**Metal 1**

Drawn at 4 px/µm.
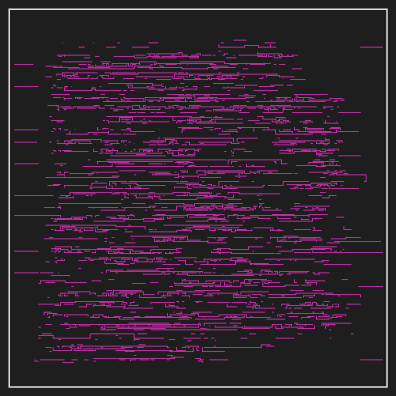
**Routing congestion map**

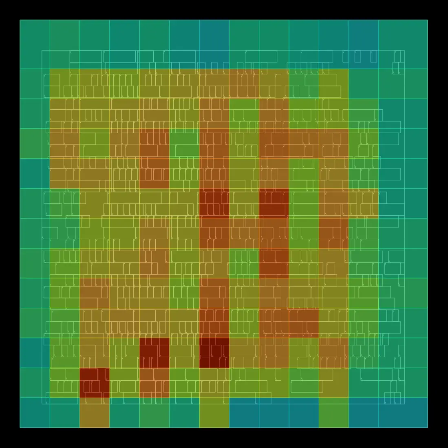
**Close-up of the layout**

Region (11, 58) to (36, 83) µm. Cells in grey, sequential cells in the stronger grey; small squares are vias.
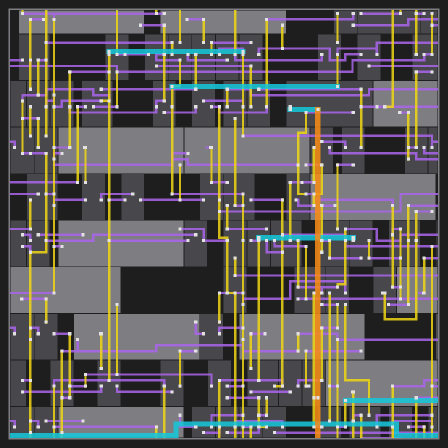
**Cell sizes after repair**

Drawn at 4 px/µm.
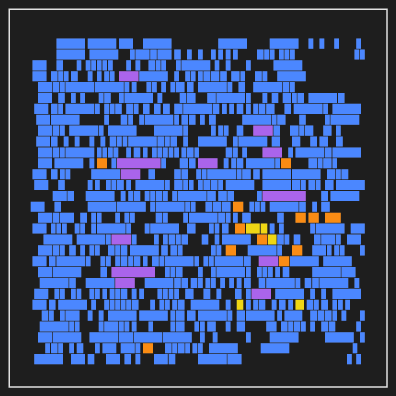
===== src/rtl/i2s_tx.sv =====
// I2S (Philips) stereo transmitter: one-pair holding register feeding a 64-bit frame shifter timed by SCK/WS.
// Optional macro I2S_TX_UNDERRUN_EN: count underruns and repeat the last pair instead of sending silence.
`timescale 1ns/1ps

module i2s_tx #(
   parameter int unsigned WIDTH = 16
) (
   input  logic             i_clk,
   input  logic             i_rst,
   input  logic             i_sck,
   input  logic             i_ws,
   input  logic [WIDTH-1:0] i_left,
   input  logic [WIDTH-1:0] i_right,
   input  logic             i_valid,
   output logic             o_ready,
   output logic             o_sd,
   output logic             o_frame_start,
   output logic             o_sync_err,
   output logic [15:0]      o_underruns
);

   localparam int unsigned SLOT_W  = 32;
   localparam int unsigned FRAME_W = 2 * SLOT_W;
   localparam int unsigned PAD_W   = SLOT_W - WIDTH;
   localparam int unsigned CNT_W   = 6;
   localparam int unsigned UND_W   = 16;
   localparam logic [CNT_W-1:0] CNT_LAST = CNT_W'(FRAME_W - 1);

   typedef enum logic {
      ST_IDLE = 1'b0,
      ST_RUN  = 1'b1
   } state_t;

   state_t               r_state;
   logic                 r_sck_d;
   logic                 r_ws_last;
   logic [FRAME_W-1:0]   r_shift;
   logic [CNT_W-1:0]     r_cnt;
   logic                 r_sd;
   logic                 r_frame_start;
   logic                 r_sync_err;
   logic                 r_empty;
   logic [WIDTH-1:0]     r_hold_l;
   logic [WIDTH-1:0]     r_hold_r;

   state_t               w_nxt_state;
   logic                 w_nxt_ws_last;
   logic [FRAME_W-1:0]   w_nxt_shift;
   logic [CNT_W-1:0]     w_nxt_cnt;
   logic                 w_nxt_sd;
   logic                 w_nxt_frame_start;
   logic                 w_nxt_sync_err;
   logic                 w_nxt_empty;
   logic [WIDTH-1:0]     w_nxt_hold_l;
   logic [WIDTH-1:0]     w_nxt_hold_r;

   logic                 w_fall;
   logic                 w_start;
   logic                 w_accept;
   logic [WIDTH-1:0]     w_under_l;
   logic [WIDTH-1:0]     w_under_r;
   logic [WIDTH-1:0]     w_pair_l;
   logic [WIDTH-1:0]     w_pair_r;
   logic [SLOT_W-1:0]    w_slot_l;
   logic [SLOT_W-1:0]    w_slot_r;
   logic [FRAME_W-1:0]   w_frame;

`ifdef I2S_TX_UNDERRUN_EN
   logic [WIDTH-1:0]     r_last_l;
   logic [WIDTH-1:0]     r_last_r;
   logic [UND_W-1:0]     r_und;
   logic [WIDTH-1:0]     w_nxt_last_l;
   logic [WIDTH-1:0]     w_nxt_last_r;
   logic [UND_W-1:0]     w_nxt_und;

   assign w_under_l   = r_last_l;
   assign w_under_r   = r_last_r;
   assign o_underruns = r_und;
`else
   assign w_under_l   = '0;
   assign w_under_r   = '0;
   assign o_underruns = UND_W'(0);
`endif

   // SCK/WS are plain data in this domain; only the SCK fall is an active edge.
   assign w_fall   = r_sck_d & ~i_sck;
   assign w_start  = w_fall & ~i_ws & r_ws_last;
   assign w_accept = i_valid & r_empty;

   // Hold contents as of before this CLK decide the frame; an empty hold means underrun.
   assign w_pair_l = r_empty ? w_under_l : r_hold_l;
   assign w_pair_r = r_empty ? w_under_r : r_hold_r;
   assign w_slot_l = SLOT_W'(w_pair_l) << PAD_W;
   assign w_slot_r = SLOT_W'(w_pair_r) << PAD_W;
   assign w_frame  = {w_slot_l, w_slot_r};

   always_comb begin
      w_nxt_state       = r_state;
      w_nxt_ws_last     = r_ws_last;
      w_nxt_shift       = r_shift;
      w_nxt_cnt         = r_cnt;
      w_nxt_sd          = r_sd;
      w_nxt_frame_start = 1'b0;
      w_nxt_sync_err    = 1'b0;
      w_nxt_empty       = r_empty;
      w_nxt_hold_l      = r_hold_l;
      w_nxt_hold_r      = r_hold_r;
`ifdef I2S_TX_UNDERRUN_EN
      w_nxt_last_l      = r_last_l;
      w_nxt_last_r      = r_last_r;
      w_nxt_und         = r_und;
`endif

      if (w_fall) begin
         w_nxt_ws_last = i_ws;
         w_nxt_cnt     = w_start ? '0 : r_cnt + CNT_W'(1);
      end

      case (r_state)
         ST_IDLE: begin
            w_nxt_sd = 1'b0;
            if (w_start) begin
               w_nxt_state       = ST_RUN;
               w_nxt_shift       = w_frame;
               w_nxt_frame_start = 1'b1;
            end
         end
         ST_RUN: begin
            if (w_fall) begin
               w_nxt_sd    = r_shift[FRAME_W-1];
               w_nxt_shift = w_start ? w_frame : (r_shift << 1);
               if (w_start) begin
                  w_nxt_frame_start = 1'b1;
                  w_nxt_sync_err    = (r_cnt != CNT_LAST);
               end
            end
         end
         default: w_nxt_state = ST_IDLE;
      endcase

      // Hold is drained by a start, then refilled by a same-CLK accept for the next frame.
      if (w_start) begin
         w_nxt_empty = 1'b1;
`ifdef I2S_TX_UNDERRUN_EN
         if (!r_empty) begin
            w_nxt_last_l = r_hold_l;
            w_nxt_last_r = r_hold_r;
         end else if ((r_state == ST_RUN) && (r_und != '1)) begin
            w_nxt_und = r_und + UND_W'(1);
         end
`endif
      end

      if (w_accept) begin
         w_nxt_hold_l = i_left;
         w_nxt_hold_r = i_right;
         w_nxt_empty  = 1'b0;
      end
   end

   always_ff @(posedge i_clk) begin
      if (i_rst) begin
         r_state       <= ST_IDLE;
         r_sck_d       <= 1'b0;
         r_ws_last     <= 1'b0;
         r_shift       <= '0;
         r_cnt         <= '0;
         r_sd          <= 1'b0;
         r_frame_start <= 1'b0;
         r_sync_err    <= 1'b0;
         r_empty       <= 1'b1;
         r_hold_l      <= '0;
         r_hold_r      <= '0;
`ifdef I2S_TX_UNDERRUN_EN
         r_last_l      <= '0;
         r_last_r      <= '0;
         r_und         <= '0;
`endif
      end else begin
         r_state       <= w_nxt_state;
         r_sck_d       <= i_sck;
         r_ws_last     <= w_nxt_ws_last;
         r_shift       <= w_nxt_shift;
         r_cnt         <= w_nxt_cnt;
         r_sd          <= w_nxt_sd;
         r_frame_start <= w_nxt_frame_start;
         r_sync_err    <= w_nxt_sync_err;
         r_empty       <= w_nxt_empty;
         r_hold_l      <= w_nxt_hold_l;
         r_hold_r      <= w_nxt_hold_r;
`ifdef I2S_TX_UNDERRUN_EN
         r_last_l      <= w_nxt_last_l;
         r_last_r      <= w_nxt_last_r;
         r_und         <= w_nxt_und;
`endif
      end
   end

   assign o_ready       = r_empty;
   assign o_sd          = r_sd;
   assign o_frame_start = r_frame_start;
   assign o_sync_err    = r_sync_err;

endmodule


===== config.mk =====
export PLATFORM = sky130hd
export DESIGN_NAME = i2s_tx
export DESIGN_NICKNAME = d
export VERILOG_FILES = /design/src/rtl/i2s_tx.sv
export SDC_FILE = /design/constraint.sdc
export NUM_CORES = 1
export LEC_CHECK = 0
export ABC_AREA = 1
export CORE_MARGIN = 5
export CORE_UTILIZATION = 59
export DETAILED_ROUTE_END_ITERATION = 8
export HOLD_SLACK_MARGIN = 0.05
export PLACE_DENSITY_LB_ADDON = 0.12
export SYNTH_ARGS = -nofsm -noshare
export SYNTH_HDL_FRONTEND = slang
export SYNTH_SLANG_ARGS = --single-unit
export TNS_END_PERCENT = 100

===== constraint.sdc =====
create_clock -name i_clk -period 3.37 [get_ports i_clk]
set_input_delay 0.674 -clock i_clk [delete_from_list [all_inputs] [get_ports i_clk]]
set_output_delay 0.674 -clock i_clk [all_outputs]
set_load 0.02 [all_outputs]

==> ci_impl_report.md <==
### Flow metrics

| Metric | Value |
|---|---|
| Status | complete, no violations |
| Post-route ant nets | 0 |
| Largest reg by FF count | r_shift |
| Die Y | ~94 µm |
| Yosys Instances | 612 |
| Flops out of synthesis | just over 90 |
| Ys Warns | 0 |
| Worst endpoint required time | roughly 3.7 ns |
| Mean post-synth cell area | 6.82 µm² |
| Fmax | 0.415 GHz |
| Final Slew Violations | 0 |
| PD cells | between 400 and 500 nW/µm² |
| Tcrit/Tclk final | between 70% and 80% |
| Finished Cell Area | between 4000 and 5000 µm² |
| Mapped Cells | around 610 |
| CP max FO | 38 |
| DP Area | between 4000 and 5000 µm² |
| Hold slack | 0.466 ns |
| Clock buffer count from CTS | 9 |
| Worst-path clk slew | about 0.090 ns |
| Setup_tns | 0 ns |
| Log Warnings | 26 |
| Starting DRT DRC Count | between 300 and 400 |
| Worst hold path class | flop to flop |
| Number of global-route vias before repair | around 3400 |
| Post-Synth AOI/OAI Area | between 10% and 20% |
| Pleak | approximately 2.0 nW |
| Core area | 6830 µm² |
| Layout cell share with drive strength beyond 1 | between 4 and 5% |
| Setup violators final | 0 |
| DR pass1 iterations | 6 |
| Largest regs | r_shift x48, r_hold_l x16, r_hold_r x16 |
| Gpl congestion | 0.883 |
| Post-CTS setup buffer count | 0 |
| Chip area in the Yosys report | between 4000 and 5000 µm² |
| Hold Vio Cnt, Final | 0 |
| CP endpoint | r_shift[55] |
| R2R setup slack | around 1.4 ns |
| Max-cap violations | 0 |
| CTS resizes | 0 |
| # DRC | 0 |
| Top cell area share | 44.6% |
| RSZ-0062 raised after global routing | false |
| FF-to-FF End | r_shift[55] |
| R2R cell count | 9 |
| Rel. slew slack | around 36% |
| Share of flip-flops with an asynchronous set or reset | 0% |
| PortBufs | ~40 |
| EDFF count, synth | 0 |
| Most frequent cell after synthesis | nand2_1 |
| Final Power | 2.24 mW |
| CTS tree | done |
| Post-cts hold buffer count | 0 |
| Nets | 666 |
| Largest net degree at the start of global routing | 39 |
| Synth Flop Type | dfxtp_1 |
| Hold Startpoint | r_shift[41] |
| Top cells by area | dfxtp_1 45%, nand2_1 14%, nor2_1 7.9%, a21oi_1 6.4%, nand4_1 5.4% |
| Max Root-Sink Buffers | 2 |
| Number of flip-flops in the largest register | around 48 |
| Adder Share, Synth | less than 1% |
| Die x size | roughly 94 µm |
| Comb area leader | simple AND/OR/NAND/NOR gates |
| Clock Skews | approximately 0.011 ns |
| Startpoint Class | primary input |
| Critical Setup Path Class | primary input to flop |
| Mux frac, synth | 0% |
| Synth Seq Share | between 40 and 50% |
| Crit path from | i_sck |
| Yosys cell types | 21 |
| Number of I/O pins | around 57 |
| Post-DP HPWL | 5.92 mm |
| Row count | 30 |
| Gr ovfl total | 0 |
| Synthesis-to-finish area growth | 13.9% |
| H-tree levels | 3 |
| Worst hold path depth | 2 |
| Clock Latency Late Sink | between 0.3 and 0.4 ns |
| Slew @ Worst Pin | ~0.97 ns |
| FP Util | about three fifths |
| RR Startpoint | r_sck_d |
| Worst path arrival time | 2.69 ns |
| Chip area | between 8000 and 9000 µm² |
| Basic Gates by Area | approximately 32% |
| Post-synth top cells | 151 x nand2_1, 93 x dfxtp_1, 88 x nor2_1 |
| Root Buffer | clkbuf_8 |
| CTS Sinks | ~93 |
| Peak supply drop | between 200 and 250 µV |
| First-pass GRT wire length | between 15 and 20 mm |
| Yosys top cell by area | dfxtp_1 |
Notes on 'metal 1' above:
share of all routed wire	48%
longest straight run	35.0 µm
wire length on this layer	4290 µm
main direction	horizontal
nets with wire on the layer	598
M1 GR Usage: 29.1%
Vias: 3818
WL final: 8.92 mm

Notes on 'routing congestion map' above:
GRT Max-Usage Layer: met2
drt wl/cell: 12.3 µm
Global Route Usage Sum: 21.4%
grt met3 use: 4.57%
Layout Utilization: 69.6%

Notes on 'close-up of the layout' above:
colour	layer
orange	M4
yellow	M2
cyan	M3
purple	M1
most frequent	nand2_1 (25), nor2_1 (18), dfxtp_1 (12)
sequential cells in the window	12
cells with their middle in the window	78
netlist names of flops here include	r_hold_l (8), r_shift (4)

Notes on 'cell sizes after repair' above:
colour	size	cells	share
blue	x1 and smaller	603	95%
yellow	x2	5	0.79%
purple	x6 and larger	12	1.9%
orange	x3 and x4	12	1.9%

final cells by class:
type / count / area [µm²]
clock buffer: 10 / 128
clock inverter: 5 / 100
tap: 96 / 120
fill: 650 / 2080
timing repair buffer: 51 / 483
multi-input combinational: 427 / 1890
inverter: 46 / 173
sequential: 93 / 1860
stage by stage:
step / setup WS (ns) / instances / util [%]
2_1_floorplan: 1.75 / 627 / -
3_3_place_gp: 0.692 / 713 / 66.2
3_5_place_dp: 0.611 / 713 / 66.2
4_1_cts: 0.966 / 728 / 69.6
5_1_grt: 0.766 / 728 / 69.6
6_report: 0.962 / 728 / 69.6
metal layers:
| layer | GRT usage, % | up-vias | wire length, µm |
|---|---|---|---|
| li1 | - | 1964 | - |
| met1 | 29.1 | 1729 | 4290 |
| met2 | 33.5 | 114 | 3980 |
| met3 | 4.57 | 11 | 549 |
| met4 | 7.46 | 0 | 104 |
| met5 | 0 | - | 0 |
cells in the final DEF (no fill, tap or decap), drive strengths merged:
master	synthesis	routed
o21ai	37	37
nand3	38	38
bufinv	0	3
buf	32	11
clkbuf	29	10
dfxtp	93	93
clkinv	0	2
clkdlybuf4s50	0	40
or2	1	1
a21oi	53	53
ha	1	1
o22ai	1	1
o31ai	1	1
nand4	36	36
conb	1	16
nor3	2	2
nand2	152	152
nor2	89	89
inv	46	46
power breakdown:
group          total [mW]  internal, mW  switching [mW]
logic               0.223        0.0854           0.137
registers            1.16          1.14          0.0225
clock network       0.850         0.487           0.363
total                2.24          1.71           0.523
worst max-delay path, cell delays in order:
cell,delay (ns)
clkdlybuf4s50_1,0.46
nor2_4,0.25
nand3_2,0.34
nand2_1,0.17
nand2_2,0.20
buf_4,0.32
nand2_1,0.10
nand2_1,0.05
nor2_1,0.12
Power is estimated from default activity; no workload was simulated.
